$ cat src/rtl/phy_init_seq.sv
// -----------------------------------------------------------------------------
// phy_init_seq
//
// PHY initialisation sequencer and CSR-bus arbiter (clk_sys domain).
// Replays an external table of CSR operations (END / WRITE / WAIT / POLL) into
// the DDR PHY core CSR port. While the table runs the engine owns the CSR bus
// and the host sees busy. Otherwise the host path is a zero-latency
// combinational pass-through.
//
// Ports:
//   clk_sys, rst_sys      : clock, asynchronous active-high reset
//   start                 : one-cycle pulse, re-run table from entry 0
//   tbl_addr              : table index (table read is combinational)
//   tbl_op/adr/data/mask  : current table entry
//   host_we/addr/wdata    : host CSR request from the register adapter
//   host_rdata            : host read data (= csr_dat_r)
//   host_busy             : engine owns the bus
//   csr_adr/we/dat_w      : PHY core CSR request
//   csr_dat_r             : PHY core read data, valid 1 cycle after csr_adr
//   init_done, init_error : sticky completion / poll-timeout flags
//   err_idx               : table index of the POLL entry that timed out
// -----------------------------------------------------------------------------
module phy_init_seq #(
  parameter int TblAw       = 6,
  parameter int PollTimeout = 1024,
  parameter bit AutoStart   = 1'b1
) (
  input  logic             clk_sys,
  input  logic             rst_sys,
  input  logic             start,
  output logic [TblAw-1:0] tbl_addr,
  input  logic [1:0]       tbl_op,
  input  logic [9:0]       tbl_adr,
  input  logic [31:0]      tbl_data,
  input  logic [31:0]      tbl_mask,
  input  logic             host_we,
  input  logic [9:0]       host_addr,
  input  logic [31:0]      host_wdata,
  output logic [31:0]      host_rdata,
  output logic             host_busy,
  output logic [9:0]       csr_adr,
  output logic             csr_we,
  output logic [31:0]      csr_dat_w,
  input  logic [31:0]      csr_dat_r,
  output logic             init_done,
  output logic             init_error,
  output logic [TblAw-1:0] err_idx
);

  localparam int AttW = $clog2(PollTimeout + 1);
  localparam logic [TblAw-1:0] IdxMax = {TblAw{1'b1}};
  localparam logic [AttW-1:0]  AttMax = AttW'(PollTimeout);

  localparam logic [1:0] OpEnd   = 2'd0;
  localparam logic [1:0] OpWrite = 2'd1;
  localparam logic [1:0] OpWait  = 2'd2;
  localparam logic [1:0] OpPoll  = 2'd3;

  typedef enum logic [2:0] {
    S_IDLE,
    S_FETCH,
    S_WRITE,
    S_WAIT,
    S_POLL_ADR,
    S_POLL_CHK,
    S_DONE,
    S_ERROR
  } state_t;

  // With AutoStart the engine already sits in FETCH while reset is held, so
  // the first cycle after release fetches entry 0 and host_busy is high.
  localparam state_t RstState = AutoStart ? S_FETCH : S_IDLE;

  state_t            state_q, state_d;
  logic [TblAw-1:0]  idx_q, idx_d;
  logic [9:0]        adr_q, adr_d;
  logic [31:0]       data_q, data_d;
  logic [31:0]       mask_q, mask_d;
  logic [31:0]       wait_q, wait_d;
  logic [AttW-1:0]   att_q, att_d;
  logic              done_q, done_d;
  logic              error_q, error_d;
  logic [TblAw-1:0]  err_idx_q, err_idx_d;

  logic              advance;
  logic              poll_match;
  logic [AttW-1:0]   att_inc;

  always_ff @(posedge clk_sys or posedge rst_sys) begin
    if (rst_sys) begin
      state_q   <= RstState;
      idx_q     <= '0;
      adr_q     <= '0;
      data_q    <= '0;
      mask_q    <= '0;
      wait_q    <= '0;
      att_q     <= '0;
      done_q    <= 1'b0;
      error_q   <= 1'b0;
      err_idx_q <= '0;
    end else begin
      state_q   <= state_d;
      idx_q     <= idx_d;
      adr_q     <= adr_d;
      data_q    <= data_d;
      mask_q    <= mask_d;
      wait_q    <= wait_d;
      att_q     <= att_d;
      done_q    <= done_d;
      error_q   <= error_d;
      err_idx_q <= err_idx_d;
    end
  end

  assign poll_match = ((csr_dat_r & mask_q) == (data_q & mask_q));
  assign att_inc    = att_q + AttW'(1);

  always_comb begin
    state_d   = state_q;
    idx_d     = idx_q;
    adr_d     = adr_q;
    data_d    = data_q;
    mask_d    = mask_q;
    wait_d    = wait_q;
    att_d     = att_q;
    done_d    = done_q;
    error_d   = error_q;
    err_idx_d = err_idx_q;
    advance   = 1'b0;

    // Engine owns the bus unless one of the host states below overrides.
    host_busy = 1'b1;
    csr_adr   = '0;
    csr_we    = 1'b0;
    csr_dat_w = '0;

    case (state_q)
      S_IDLE, S_DONE, S_ERROR: begin
        // Host write in the same cycle as start is still forwarded here.
        host_busy = 1'b0;
        csr_adr   = host_addr;
        csr_we    = host_we;
        csr_dat_w = host_wdata;
        if (start) begin
          state_d = S_FETCH;
          idx_d   = '0;
          att_d   = '0;
          done_d  = 1'b0;
          error_d = 1'b0;
        end
      end

      S_FETCH: begin
        adr_d  = tbl_adr;
        data_d = tbl_data;
        mask_d = tbl_mask;
        att_d  = '0;
        case (tbl_op)
          OpEnd: begin
            state_d = S_DONE;
            done_d  = 1'b1;
          end
          OpWrite: state_d = S_WRITE;
          OpWait: begin
            state_d = S_WAIT;
            wait_d  = tbl_data;
          end
          OpPoll:  state_d = S_POLL_ADR;
          default: state_d = S_DONE;
        endcase
      end

      S_WRITE: begin
        csr_adr   = adr_q;
        csr_we    = 1'b1;
        csr_dat_w = data_q;
        advance   = 1'b1;
      end

      S_WAIT: begin
        if (wait_q == 32'd0) begin
          advance = 1'b1;
        end else begin
          wait_d = wait_q - 32'd1;
        end
      end

      S_POLL_ADR: begin
        // Read address goes out here; the PHY answers during POLL_CHK.
        csr_adr = adr_q;
        state_d = S_POLL_CHK;
      end

      S_POLL_CHK: begin
        if (poll_match) begin
          att_d   = '0;
          advance = 1'b1;
        end else if (att_inc == AttMax) begin
          att_d     = att_inc;
          state_d   = S_ERROR;
          error_d   = 1'b1;
          err_idx_d = idx_q;
        end else begin
          att_d   = att_inc;
          state_d = S_POLL_ADR;
        end
      end

      default: state_d = S_IDLE;
    endcase

    // Entry finished: step to the next one, or treat the end of the table
    // as an implicit END because the index does not wrap.
    if (advance) begin
      if (idx_q == IdxMax) begin
        state_d = S_DONE;
        done_d  = 1'b1;
      end else begin
        idx_d   = idx_q + TblAw'(1);
        state_d = S_FETCH;
      end
    end
  end

  assign tbl_addr   = idx_q;
  assign host_rdata = csr_dat_r;
  assign init_done  = done_q;
  assign init_error = error_q;
  assign err_idx    = err_idx_q;

endmodule

$ cat config.mk
export PLATFORM = sky130hd
export DESIGN_NAME = phy_init_seq
export DESIGN_NICKNAME = d
export VERILOG_FILES = /design/src/rtl/phy_init_seq.sv
export SDC_FILE = /design/constraint.sdc
export NUM_CORES = 1
export LEC_CHECK = 0
export ABC_AREA = 1
export ABC_CLOCK_PERIOD_IN_PS = 5250
export CORE_ASPECT_RATIO = 1.75
export CORE_MARGIN = 5
export CORE_UTILIZATION = 48
export DETAILED_ROUTE_END_ITERATION = 12
export PLACE_DENSITY = 0.82
export SYNTH_ARGS = -nofsm -noshare
export SYNTH_HDL_FRONTEND = slang
export SYNTH_SLANG_ARGS = --single-unit
$ cat constraint.sdc
create_clock -name clk_sys -period 5.25 [get_ports clk_sys]
set_clock_uncertainty 0.1 [all_clocks]
set_input_delay 1.05 -clock clk_sys [delete_from_list [all_inputs] [get_ports clk_sys]]
set_output_delay 1.05 -clock clk_sys [all_outputs]
set_load 0.05 [all_outputs]
Figure 1. Wires at chosen ports, followed through buffers.
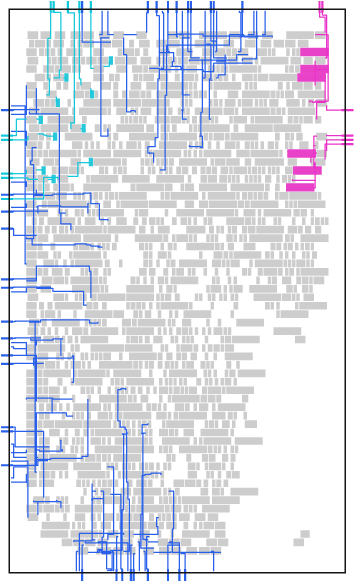
legend:
  `host_rdata`:
    colour: blue
    bits: 32
    direction: output
    edge: 13 left, 10 top, 9 bottom
    end_cells: 0
    wire: 2,060 um
  `err_idx`:
    colour: magenta
    bits: 6
    direction: output
    edge: 4 right, 2 top
    end_cells: 6
    wire: 152 um
  `tbl_adr`:
    colour: cyan
    bits: 10
    direction: input
    edge: 5 left, 5 top
    end_cells: 10
    wire: 224 um
number of buffers added on ports: 243
boundary pin count: 244

Figure 2. Ports around the boundary.
Pins as bars across the die edge, other pins in grey.
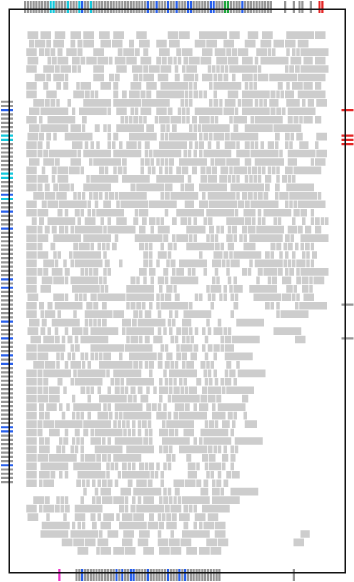
legend:
  `clk_sys`:
    colour: magenta
    pins: 1
    direction: input
    edge: bottom
  `tbl_adr`:
    colour: cyan
    pins: 10
    direction: input
    edge: 5 left, 5 top
  `host_rdata`:
    colour: blue
    pins: 32
    direction: output
    edge: 13 left, 10 top, 9 bottom
  `err_idx`:
    colour: red
    pins: 6
    direction: output
    edge: 4 right, 2 top
  `tbl_op`:
    colour: green
    pins: 2
    direction: input
    edge: top

==> results.yml <==
# implementation run metrics
setup_path:
  rr_endpoint: "wait_q[14]"
  critical_path_start: "state_q[2]"
  critPathSlowestCell: "clkdlybuf4s50_1"
  worstPathMaxFanout: 32
  critical_path.cell_chain: "nor2_2 -> inv_2 -> nor2_1 -> inv_1 -> o21ai_0 -> clkdlybuf4s50_1"
  cp_slowest_stage_delay_ns: 0.88
  reg_to_reg_startpoint: "state_q[2]"
  setup.worst_path.end_class: "output port"
  timing.critical_path.to: "csr_dat_w[8]"
  cp.required_ns: 4.10
  worst-r2r-setup-slack_ns: 2.34
logic_synthesis:
  syn-mean-instance-area_um2: 7.058
  synth_cells: 1134
  most_common_cell: "nand2_1"
  synth_area_um2: 8004
  ys.flops: 134
  post_synth_num_cell_types: 37
  post_synth_xor_area_fraction: 0.02407
  synth_top_flop_cell: "dfrtp_1"
  area_fraction_of_the_dominant_cell_type_after_synthesis: 0.4158
  synth_chip_area_um2: 8004
  yosys-top-cells-area: "dfrtp_1 (42%), nand2_1 (16%), o21ai_0 (8.3%), inv_1 (6.2%), nand3_1 (6.2%)"
  fa_ha_area_frac: 0.01251
  synth-edff-count: 0
  post_synth_most_frequent_cells: "nand2_1 (333), dfrtp_1 (133), inv_1 (133)"
  synth.yosys.num_cells: 1134
  area_fraction_in_compound_gates_after_synthesis: 0.1282
  muxShareOfSynthArea: 0
  synth_area_leader_cell: "dfrtp_1"
  logic_family: "simple AND/OR/NAND/NOR gates"
  simple_gate_share: 0.2980
  ys_async_sr_fraction: 1.000
  seq_area_frac_synth: 0.4191
clocking:
  cts_made_buffers: 17
  clk_pin_slew_worst_paths_ns: 0.06
  h-tree-depth: 4
  cts_setup_buffers: 0
  clock_sinks: 134
  post_cts_resized: 0
  cts_hold_buf: 0
  cts-root-buf: "clkbuf_16"
  cts-root-to-sink-buffers: 2
  cts_tree: "yes"
route:
  routedWlPerCell_um: 16.58
  drtAntennaViolNets: 0
  viasPerCell: 5.173
  drt_drc_violations_left: 0
  first_pass_iters: 5
  detail_route.iter0.violations: 542
finish:
  layout.cells.largest_class: "multi-input combinational cells"
  final_layout_size_suffix_gt1_frac: 0.05663
  clock_cell_area_share: 0.05735
  share_of_the_final_layout_cell_area_in_multi_input_gates: 0.3382
  nClkBuffers: 19
  flop_area_um2: 3354
  num-nonclk-buffers: 249
  fin_area_um2: 11000
  n_all_inverters: 141
  mostFrequentLayoutCell: "nand2_1"
  highest_count_cells_in_the_layout_ignoring_fill_and_taps: "nand2_1 (333), clkdlybuf4s50_1 (243), dfrtp_1 (133), inv_1 (132), o21ai_0 (132)"
  n_antenna_cell: 0
floorplanning:
  die_boundary_height_um: 180.8
  design.die.area_um2: 19460
  design.core.area_um2: 16450
  chipWidth_um: 107.6
  initial_core_util: 0.4867
  std_cell_rows: 62
placed_design:
  gpl.final_weighted_congestion: 0.9267
  detailed_place.area_um2: 10360
worst_hold_path:
  worstHoldPathCells: 2
  min_to: "err_idx[5]"
  hp-class: "register to register"
  hold_path_startpoint: "err_idx[5]"
power:
  combinationalPowerShare: 0.510
  leakage_uw: 0.005082
  ir_worst_vdd_mv: 0.5422
  power_density_relative_to_cell_area_nw_per_um2: 576.9
  power_switching_uw: 3036
  power.share.clock: 0.206
  share_seq_of_total_power: 0.284
  p_int_uw: 3306
grt:
  total_overflow_reported_by_the_global_router: 0
  wire_length_of_the_first_global_routing_pass_mm: 41.11
  grt_max_degree: 118
  grt_use_total: 0.2679
  first_global_vias: 8051
sta:
  fmax_mhz: 220.6
  timing_hold_violations_final: 0
  layout_min_cycle_time_ns: 4.534
  fin_crit_sh: 0.8636
  maxSlewViolCount: 0
  maxSlewHeadroom: 0.2234
  rsz_0062_raised_after_global_routing: "false"
  setup_total_negative_slack_ns: 0
job:
  stage_log_warnings: 32
outcome:
  status: "complete, no violations"
Figure 3. Placed standard cells.
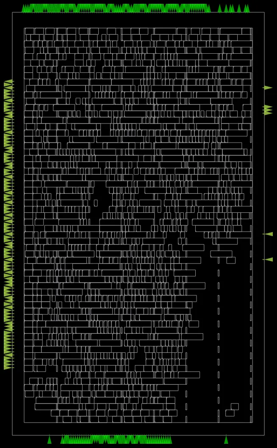
num tapcells: 224
flip-flop and latch share of the layout cell area: 0.3051

Figure 4. Clock wires, drivers and flops.
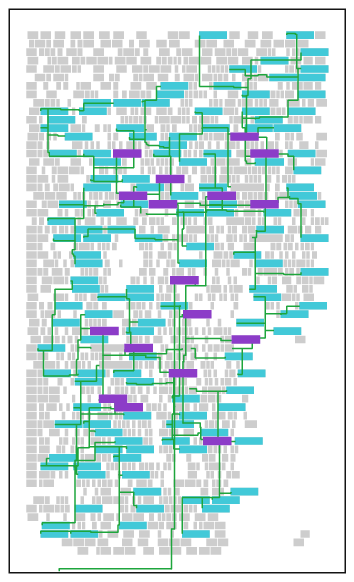
legend:
  clock wires:
    colour: green
    length: 1,910 um
  clock drivers:
    colour: purple
    count: 17
  flip-flops:
    colour: cyan
    count: 134
flops lie: spread over the die
P_clk: 1300 uW
clock latency at the later pin of the worst-skew pair: 0.42 ns

## power groups by stage
stage / registers, uW / logic, uW / clock network, uW
4_1_cts: 1790 / 3260 / 1310
5_1_grt: 1850 / 3540 / 1350
2_1_floorplan: 1740 / 2240 / 0
3_5_place_dp: 1800 / 3230 / 0
3_3_place_gp: 1790 / 3160 / 0
6_report: 1800 / 3240 / 1300
## metrics by stage
| step | worst slack [ns] | cells | total power [uW] | util |
|---|---|---|---|---|
| final | 0.7163 | 1566 | 6343 | 0.6686 |
| after global routing | 0.5228 | 1566 | 6749 | 0.6686 |
| after CTS | 0.6942 | 1566 | 6359 | 0.6686 |
| after detailed placement | 1.220 | 1534 | 5030 | 0.6303 |
| after global placement | 1.205 | 1534 | 4943 | 0.6303 |
| after floorplan | 0.5189 | 1134 | 3972 | - |
## flip-flops by register name, summed over array words and instances (netlist names), 3 cells and up
| name | cells |
|---|---|
| tbl_addr | 6 |
| adr_q | 10 |
| err_idx | 6 |
| data_q | 32 |
| mask_q | 32 |
| att_q | 11 |
| state_q | 3 |
| wait_q | 32 |
## logic make-up (layout without fill, tap and decap cells)
group	count (synthesis)	count (layout)
and+or+nand+nor	567	567
buffers and inverters	214	422
AOI/OAI and AO/OA	189	189
DFF	134	134
xor gates and xnor gates	22	22
adders and majority gates	8	8
## metal layers
layer  GRT usage  share of wire  vias to the layer above
li1            -              -                     3980
met1      0.3030           0.37                     3779
met2      0.4905           0.54                      285
met3     0.04536          0.054                       57
met4      0.1057          0.036                        0
met5           0              0                        -
## critical path: cells and delay by family (launching register included)
kind                   cells  cell delay (ns)
AOI/OAI and AO/OA          1             0.44
buffers and inverters      3             1.48
DFF                        1             0.48
and+or+nand+nor            2             0.56
Power and IR drop assume default switching activity.
